## src/rtl/alarm_pkg.sv

```systemverilog
// Shared types, BCD limits and helpers for the alarm clock core.
package alarm_pkg;

    typedef struct packed {
        logic [3:0] hour_dec;
        logic [3:0] hour_one;
        logic [3:0] min_dec;
        logic [3:0] min_one;
    } bcd_hhmm_t;

    typedef enum logic [1:0] {
        IDLE   = 2'd0,
        RING   = 2'd1,
        SNOOZE = 2'd2
    } alarm_state_t;

    localparam logic [7:0] MAX_HOUR_BCD = 8'h23;
    localparam logic [7:0] MAX_MIN_BCD  = 8'h59;
    localparam logic [7:0] MAX_SEC_BCD  = 8'h59;

    // Each digit must be decimal and the pairs must lie within a day.
    // BCD pairs order like their binary encodings, so one compare per pair suffices.
    function automatic logic bcd_hhmm_valid(input bcd_hhmm_t t);
        return (t.hour_dec <= 4'd9) && (t.hour_one <= 4'd9) &&
               (t.min_dec  <= 4'd9) && (t.min_one  <= 4'd9) &&
               ({t.hour_dec, t.hour_one} <= MAX_HOUR_BCD) &&
               ({t.min_dec, t.min_one}   <= MAX_MIN_BCD);
    endfunction

    // Two-digit BCD increment that wraps to 00 after max_v.
    function automatic logic [7:0] bcd_inc(input logic [7:0] v, input logic [7:0] max_v);
        if (v == max_v)
            return 8'h00;
        if (v[3:0] == 4'd9)
            return {v[7:4] + 4'd1, 4'd0};
        return v + 8'd1;
    endfunction

endpackage

```

## src/rtl/bcd_time_counter.sv

```systemverilog
// Seconds prescaler plus HH:MM:SS BCD time-of-day counter with a validated load path.
module bcd_time_counter
    import alarm_pkg::*;
#(
    parameter int TICK_DIV = 100000000
) (
    input  logic       clk,
    input  logic       rst,
    input  logic       load_i,
    input  bcd_hhmm_t  init_i,
    output logic       sec_tick_o,
    output logic       load_err_o,
    output logic       min_start_o,
    output bcd_hhmm_t  hhmm_o,
    output logic [7:0] ss_o
);

    localparam int            PW         = (TICK_DIV > 1) ? $clog2(TICK_DIV) : 1;
    localparam logic [PW-1:0] PRESC_LAST = PW'(TICK_DIV - 1);

    logic [PW-1:0] presc_q, presc_d;
    logic [7:0]    hh_q, hh_d, mm_q, mm_d, ss_q, ss_d;
    logic          min_start_q, min_start_d;
    logic          tick, load_ok, ss_wrap, mm_wrap;

    assign tick    = (presc_q == PRESC_LAST);
    assign load_ok = load_i && bcd_hhmm_valid(init_i);
    assign ss_wrap = (ss_q == MAX_SEC_BCD);
    assign mm_wrap = (mm_q == MAX_MIN_BCD);

    // Next time: a valid load overrides (and discards) a coincident tick.
    always_comb begin
        // NOTE: every variable gets a default first so no path leaves it unassigned (no latch).
        presc_d     = tick ? '0 : presc_q + 1'b1;
        hh_d        = hh_q;
        mm_d        = mm_q;
        ss_d        = ss_q;
        min_start_d = 1'b0;
        if (load_ok) begin
            presc_d = '0;
            hh_d    = {init_i.hour_dec, init_i.hour_one};
            mm_d    = {init_i.min_dec, init_i.min_one};
            ss_d    = 8'h00;
        end else if (tick) begin
            ss_d        = bcd_inc(ss_q, MAX_SEC_BCD);
            min_start_d = ss_wrap;
            if (ss_wrap) begin
                mm_d = bcd_inc(mm_q, MAX_MIN_BCD);
                if (mm_wrap)
                    hh_d = bcd_inc(hh_q, MAX_HOUR_BCD);
            end
        end
    end

    // Time and prescaler registers.
    always_ff @(posedge clk or posedge rst) begin
        // NOTE: sequential state uses non-blocking assignments so all registers update together.
        if (rst) begin
            presc_q     <= '0;
            hh_q        <= 8'h00;
            mm_q        <= 8'h00;
            ss_q        <= 8'h00;
            min_start_q <= 1'b0;
        end else begin
            presc_q     <= presc_d;
            hh_q        <= hh_d;
            mm_q        <= mm_d;
            ss_q        <= ss_d;
            min_start_q <= min_start_d;
        end
    end

    assign sec_tick_o  = tick;
    assign load_err_o  = load_i && !bcd_hhmm_valid(init_i);
    assign min_start_o = min_start_q;
    assign hhmm_o      = {hh_q, mm_q};
    assign ss_o        = ss_q;

endmodule

```

## src/rtl/alarm_clock_multi.sv

```systemverilog
// Multi-slot alarm clock core: alarm slots, match priority and IDLE/RING/SNOOZE FSM.
// Optional build macro ALARM_SNOOZE_LIMIT_EN caps snoozes per ring event at MAX_SNOOZE.
module alarm_clock_multi
    import alarm_pkg::*;
#(
    parameter int  TICK_DIV   = 100000000,
    parameter int  N_ALARMS   = 4,
    parameter int  SNOOZE_SEC = 300,
    parameter int  RING_SEC   = 60,
    parameter int  MAX_SNOOZE = 3,
    localparam int IW         = (N_ALARMS > 1) ? $clog2(N_ALARMS) : 1
) (
    input  logic                clk,
    input  logic                rst,
    input  logic                time_load,
    input  logic [15:0]         time_init,
    input  logic                alarm_wr,
    input  logic [IW-1:0]       alarm_idx,
    input  logic [15:0]         alarm_hhmm,
    input  logic [N_ALARMS-1:0] alarm_en,
    input  logic                snooze,
    input  logic                stop,
    output logic [15:0]         time_hhmm,
    output logic [7:0]          time_ss,
    output logic                sec_tick,
    output logic                ringing,
    output logic                snoozing,
    output logic [IW-1:0]       ring_idx,
    output logic                aud_en,
    output logic                cfg_err
);

    localparam int TMAX = (SNOOZE_SEC > RING_SEC) ? SNOOZE_SEC : RING_SEC;
    localparam int TW   = $clog2(TMAX + 1);

    bcd_hhmm_t    hhmm_s;
    logic         tick_s, min_start_s, load_err_s;
    bcd_hhmm_t    slot_q [N_ALARMS];
    logic         wr_ok, wr_err;
    logic         match_hit;
    logic [IW-1:0] match_idx;
    alarm_state_t state_q;
    logic [TW-1:0] timer_q;
    logic [IW-1:0] ring_idx_q;
    logic         ringing_q, snoozing_q, aud_en_q, cfg_err_q;
    logic         ring_en, snooze_req, snooze_rej, snooze_take;

    bcd_time_counter #(.TICK_DIV(TICK_DIV)) u_time (
        .clk        (clk),
        .rst        (rst),
        .load_i     (time_load),
        .init_i     (bcd_hhmm_t'(time_init)),
        .sec_tick_o (tick_s),
        .load_err_o (load_err_s),
        .min_start_o(min_start_s),
        .hhmm_o     (hhmm_s),
        .ss_o       (time_ss)
    );

    assign wr_ok  = alarm_wr && bcd_hhmm_valid(bcd_hhmm_t'(alarm_hhmm)) && (int'(alarm_idx) < N_ALARMS);
    assign wr_err = alarm_wr && !wr_ok;

    // Alarm slot storage, written only by validated requests.
    always_ff @(posedge clk or posedge rst) begin
        // NOTE: the slot array is reset because every slot must read 00:00 after reset.
        if (rst) begin
            for (int i = 0; i < N_ALARMS; i++)
                slot_q[i] <= '0;
        end else if (wr_ok) begin
            slot_q[alarm_idx] <= bcd_hhmm_t'(alarm_hhmm);
        end
    end

    // Lowest enabled matching slot wins: scan downward so the last hit is the lowest index.
    always_comb begin
        match_hit = 1'b0;
        match_idx = '0;
        for (int i = N_ALARMS - 1; i >= 0; i--) begin
            if (alarm_en[i] && (slot_q[i] == hhmm_s)) begin
                match_hit = 1'b1;
                match_idx = IW'(i);
            end
        end
    end

    assign ring_en    = alarm_en[ring_idx_q];
    assign snooze_req = (state_q == RING) && ring_en && !stop && snooze;

`ifdef ALARM_SNOOZE_LIMIT_EN
    localparam int SCW = $clog2(MAX_SNOOZE + 1);
    logic [SCW-1:0] snooze_cnt_q;

    assign snooze_rej = snooze_req && (int'(snooze_cnt_q) >= MAX_SNOOZE);

    // Snoozes taken in the current ring event; held at zero while idle.
    always_ff @(posedge clk or posedge rst) begin
        if (rst)
            snooze_cnt_q <= '0;
        else if (state_q == IDLE)
            snooze_cnt_q <= '0;
        else if (snooze_take)
            snooze_cnt_q <= snooze_cnt_q + 1'b1;
    end
`else
    logic unused_max_snooze;
    assign unused_max_snooze = (MAX_SNOOZE != 0);
    assign snooze_rej        = 1'b0;
`endif

    assign snooze_take = snooze_req && !snooze_rej;

    // Alarm FSM with registered flags; disabling the ringing slot or stop always returns to IDLE.
    always_ff @(posedge clk or posedge rst) begin
        if (rst) begin
            state_q    <= IDLE;
            timer_q    <= '0;
            ring_idx_q <= '0;
            ringing_q  <= 1'b0;
            snoozing_q <= 1'b0;
            aud_en_q   <= 1'b0;
            cfg_err_q  <= 1'b0;
        end else begin
            cfg_err_q <= load_err_s | wr_err | snooze_rej;
            unique case (state_q)
                IDLE: begin
                    if (min_start_s && match_hit) begin
                        state_q    <= RING;
                        ring_idx_q <= match_idx;
                        timer_q    <= TW'(RING_SEC);
                        ringing_q  <= 1'b1;
                        aud_en_q   <= 1'b1;
                    end
                end
                RING: begin
                    if (!ring_en || stop) begin
                        state_q   <= IDLE;
                        ringing_q <= 1'b0;
                        aud_en_q  <= 1'b0;
                    end else if (snooze_take) begin
                        state_q    <= SNOOZE;
                        timer_q    <= TW'(SNOOZE_SEC);
                        ringing_q  <= 1'b0;
                        snoozing_q <= 1'b1;
                        aud_en_q   <= 1'b0;
                    end else if (tick_s) begin
                        if (timer_q <= TW'(1)) begin
                            state_q   <= IDLE;
                            ringing_q <= 1'b0;
                            aud_en_q  <= 1'b0;
                        end else begin
                            timer_q <= timer_q - 1'b1;
                        end
                    end
                end
                SNOOZE: begin
                    if (!ring_en || stop) begin
                        state_q    <= IDLE;
                        snoozing_q <= 1'b0;
                    end else if (tick_s) begin
                        if (timer_q <= TW'(1)) begin
                            state_q    <= RING;
                            timer_q    <= TW'(RING_SEC);
                            ringing_q  <= 1'b1;
                            snoozing_q <= 1'b0;
                            aud_en_q   <= 1'b1;
                        end else begin
                            timer_q <= timer_q - 1'b1;
                        end
                    end
                end
                default: begin
                    state_q    <= IDLE;
                    ringing_q  <= 1'b0;
                    snoozing_q <= 1'b0;
                    aud_en_q   <= 1'b0;
                end
            endcase
        end
    end

    assign time_hhmm = hhmm_s;
    assign sec_tick  = tick_s;
    assign ringing   = ringing_q;
    assign snoozing  = snoozing_q;
    assign ring_idx  = ring_idx_q;
    assign aud_en    = aud_en_q;
    assign cfg_err   = cfg_err_q;

endmodule

```

## config.mk

```make
export PLATFORM = sky130hd
export DESIGN_NAME = alarm_clock_multi
export DESIGN_NICKNAME = d
export VERILOG_FILES = /design/src/rtl/alarm_pkg.sv /design/src/rtl/bcd_time_counter.sv /design/src/rtl/alarm_clock_multi.sv
export SDC_FILE = /design/constraint.sdc
export NUM_CORES = 1
export LEC_CHECK = 0
export CAP_MARGIN = 15
export CORE_MARGIN = 2
export CORE_UTILIZATION = 58
export DETAILED_ROUTE_END_ITERATION = 16
export PLACE_DENSITY = 0.88
export SLEW_MARGIN = 0
export SYNTH_ARGS = -nofsm -noshare
export SYNTH_HDL_FRONTEND = slang
export SYNTH_SLANG_ARGS = --single-unit
```

## constraint.sdc

```tcl
create_clock -name clk -period 5.6 [get_ports clk]
set_input_delay 1.12 -clock clk [delete_from_list [all_inputs] [get_ports clk]]
set_output_delay 1.12 -clock clk [all_outputs]
set_load 0.01 [all_outputs]
```

Figure 1. Power grid.
Pins as bars on the die edge.
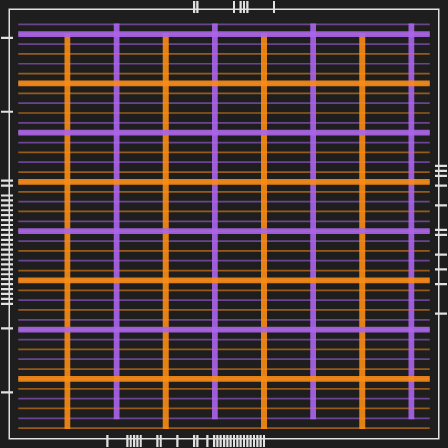
legend:
  VSS:
    color: orange
  VDD:
    color: purple
met1 rails: 42
met4 straps: 8
rows: 41

Figure 2. Sequential cells grouped by signal name.
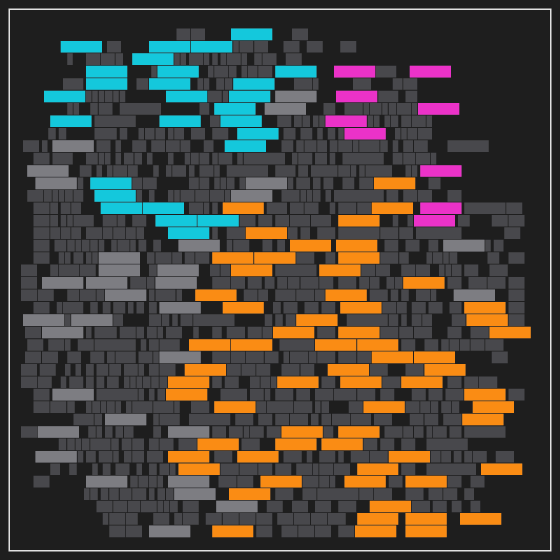
legend:
  `timer_q`:
    color: magenta
    flops: 9
    where: north-east
  `slot_q`:
    color: orange
    flops: 64
  `u_time.presc_q`:
    color: cyan
    flops: 27

Figure 3. Metal 1.
Supply wires on this layer in gray.
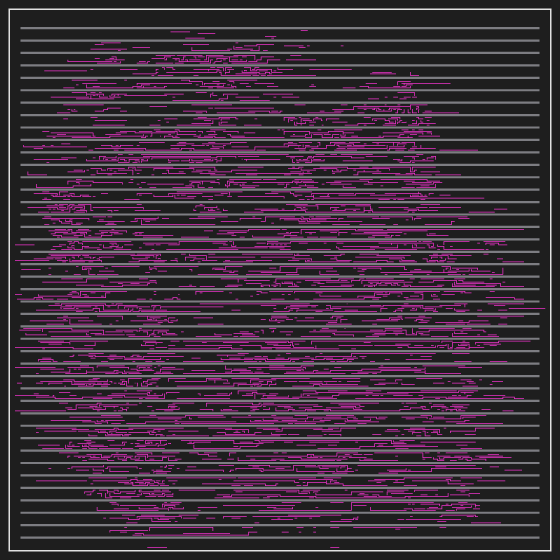
longest straight run: 37.3 um
wire length on this layer: 8030 um
main direction: horizontal
nets with wire on the layer: 801
share of all routed wire: 41%

Figure 4. Clock wiring as the flow saved it.
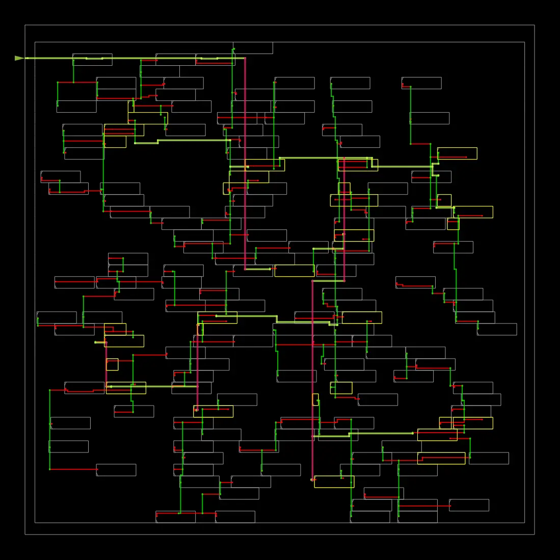
Clk power: 1.09 mW
clock buffer count: 24

Figure 5. Gate families picked out.
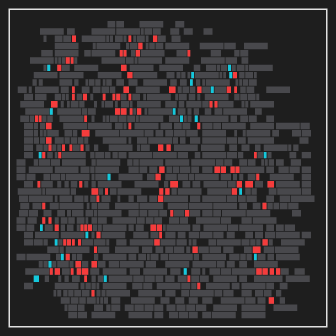
legend:
  inverters:
    color: cyan
    cells: 23
    most_used: inv_1
    where: all over the die
  NAND gates:
    color: red
    cells: 110
    most_used: nand2_1
    where: all over the die

==> results.yml <==
# generated from flow reports
status:
  status: "completed"
synth:
  syn_nets: 810
  synth.cells.most_frequent: "dfrtp_1, nor2_1, mux2_2"
  flop_cell: "dfrtp_1"
  synth-area-yosys_um2: 7560
  synthTopLogicFamily: "simple AND/OR/NAND/NOR gates"
  netlist_top_cells_area: "dfrtp_1, mux2_2, xnor2_1, xor2_1, nor2_1"
  muxShareOfSynthArea: 0.0971
  top_cell: "dfrtp_1"
  adder_share: 0.0314
  edf_count: 0
  ys_cells: 747
  simple_gate_share: 0.190
  yosysWarningCount: 0
  netlist.area_leader.share: 0.437
  syn_avg_cell_area_um2: 10.1
  xor_area_frac: 0.111
  syn-cell-area_um2: 7560
  largest_area_cell: "dfrtp_1"
  aoi_share: 0.0958
  ys.flops: 132
worst_setup_path:
  worstSetupPathType: "flip-flop to output pin"
  critPathLaunchType: "flip-flop"
  end_kind: "output pin"
  crit_slowest_cell: "clkdlybuf4s50_1"
  cp.arrival_ns: 2.33
  crit_required_ns: 4.48
  cp_cell_sequence: "nor4b_1, nand4_1, nor2_1, clkdlybuf4s50_1"
  crit_fanout: 6
drt:
  top_layer: "met4"
  wire_per_inst_um: 19.8
  dr.pass1.iters: 7
  vias_per_cell: 6.24
  dr_wl_met3_um: 1410
  final_antenna_net_count: 0
  dr_total_vias: 6228
  wl_met2_um: 9620
  wl_um: 19800
  drc: 0
  wl_met1_um: 8030
floorplanning:
  fp_util: 0.597
  ios: 75
  core_area_um2: 12700
  row_count: 41
  floorplan.die_area_um2: 14000
clock_tree:
  ctsHoldBuffers: 0
  tritoncts: "built"
  post_cts_buffers: 0
  clk_pin_slew_ns: 0.05
  clkLatencyLatePin_ns: 0.43
  clkSinkCount: 132
  post_cts_resized: 0
  htreeDepth: 4
pwr:
  clkPwrFrac: 0.334
  switching_power_mw: 1.08
  sequentialPower_mw: 1.31
  intPower_mw: 2.19
  switching_share: 0.330
  p_comb_frac: 0.265
  peakVddDrop_v: 0.000245
  leakage_nw: 3.89
  power_frac_seq: 0.400
  comb-power_mw: 0.868
flow_run:
  cap_viol_max_count: 0
  warnings: 36
global_routing:
  grt_max_degree: 48
  grt_busiest_layer: "met2"
  antenna_found_initial: 0
  grt_use_met1: 0.374
  gr-usage-met2: 0.476
  grt-ovfl-total: 0
  first_global_vias: 6351
  grt.total_usage: 0.292
final_timing:
  period_minus_slack_ns: 3.45
  fin_skew_ns: 0.00633
  relSlewSlack: 0.302
  drv_slew: 0
  period_used_share: 0.616
  setup_viol: 0
  hold_violations: 0
layout:
  lay_top_cells: "dfrtp_1, nor2_1, clkdlybuf4s50_1"
  fin_util: 0.707
  antenna_cells: 0
placed_design:
  dp_hpwl_um: 13400
[state kept, by name (all words and copies together), names as in the netlist]
register,cells
slot_q,64
u_time.hh_q,8
u_time.min_start_o,1
u_time.mm_q,8
u_time.presc_q,27
state_q,2
timer_q,9
u_time.ss_o,8
aud_en,1
snoozing,1
ring_idx,2
cfg_err,1
[area by class of cell]
class,instances,area (um^2)
inverters,23,88.8
clock inverters,7,98.8
clock buffers,24,482
well taps,172,215
flip-flops and latches,132,3300
repair buffers,81,801
multi-input cells,559,3980
fillers,889,3710
[metrics by stage]
step	std cells	instance area (um^2)	hold WS [ns]	setup WS [ns]	power, mW
after floorplan	747	7560	0.455	0.954	1.87
after global placement	965	8360	0.470	1.74	2.11
after detailed placement	965	8360	0.482	1.65	2.16
after CTS	996	8940	0.503	2.05	3.26
after global routing	998	8960	0.526	1.84	3.41
final	998	8960	0.503	2.15	3.27
[path summary, 6_finish.rpt]
check,to,slack (ns),from,depth (start not counted)
setup / recovery,sec_tick,2.15,u_time.presc_q[12]$_DFF_PP0_,4
hold / removal,u_time.presc_q[0]$_DFF_PP0_,0.50,u_time.presc_q[0]$_DFF_PP0_,1
setup reg to reg,u_time.hh_q[7]$_DFFE_PP0P_,2.42,u_time.presc_q[12]$_DFF_PP0_,7
hold reg to reg,u_time.presc_q[0]$_DFF_PP0_,0.50,u_time.presc_q[0]$_DFF_PP0_,1
max in group asynchronous,u_time.mm_q[2]$_DFFE_PP0P_,3.50,rst,3
min in group asynchronous,u_time.hh_q[6]$_DFFE_PP0P_,1.10,rst,2
[worst max-delay path: cells and delay by family (launching register included)]
family                 cells  cell delay [ns]
buffers and inverters      1             0.57
flip-flops                 1             0.45
AND/OR/NAND/NOR            3             0.88
Power and IR drop assume default switching activity.
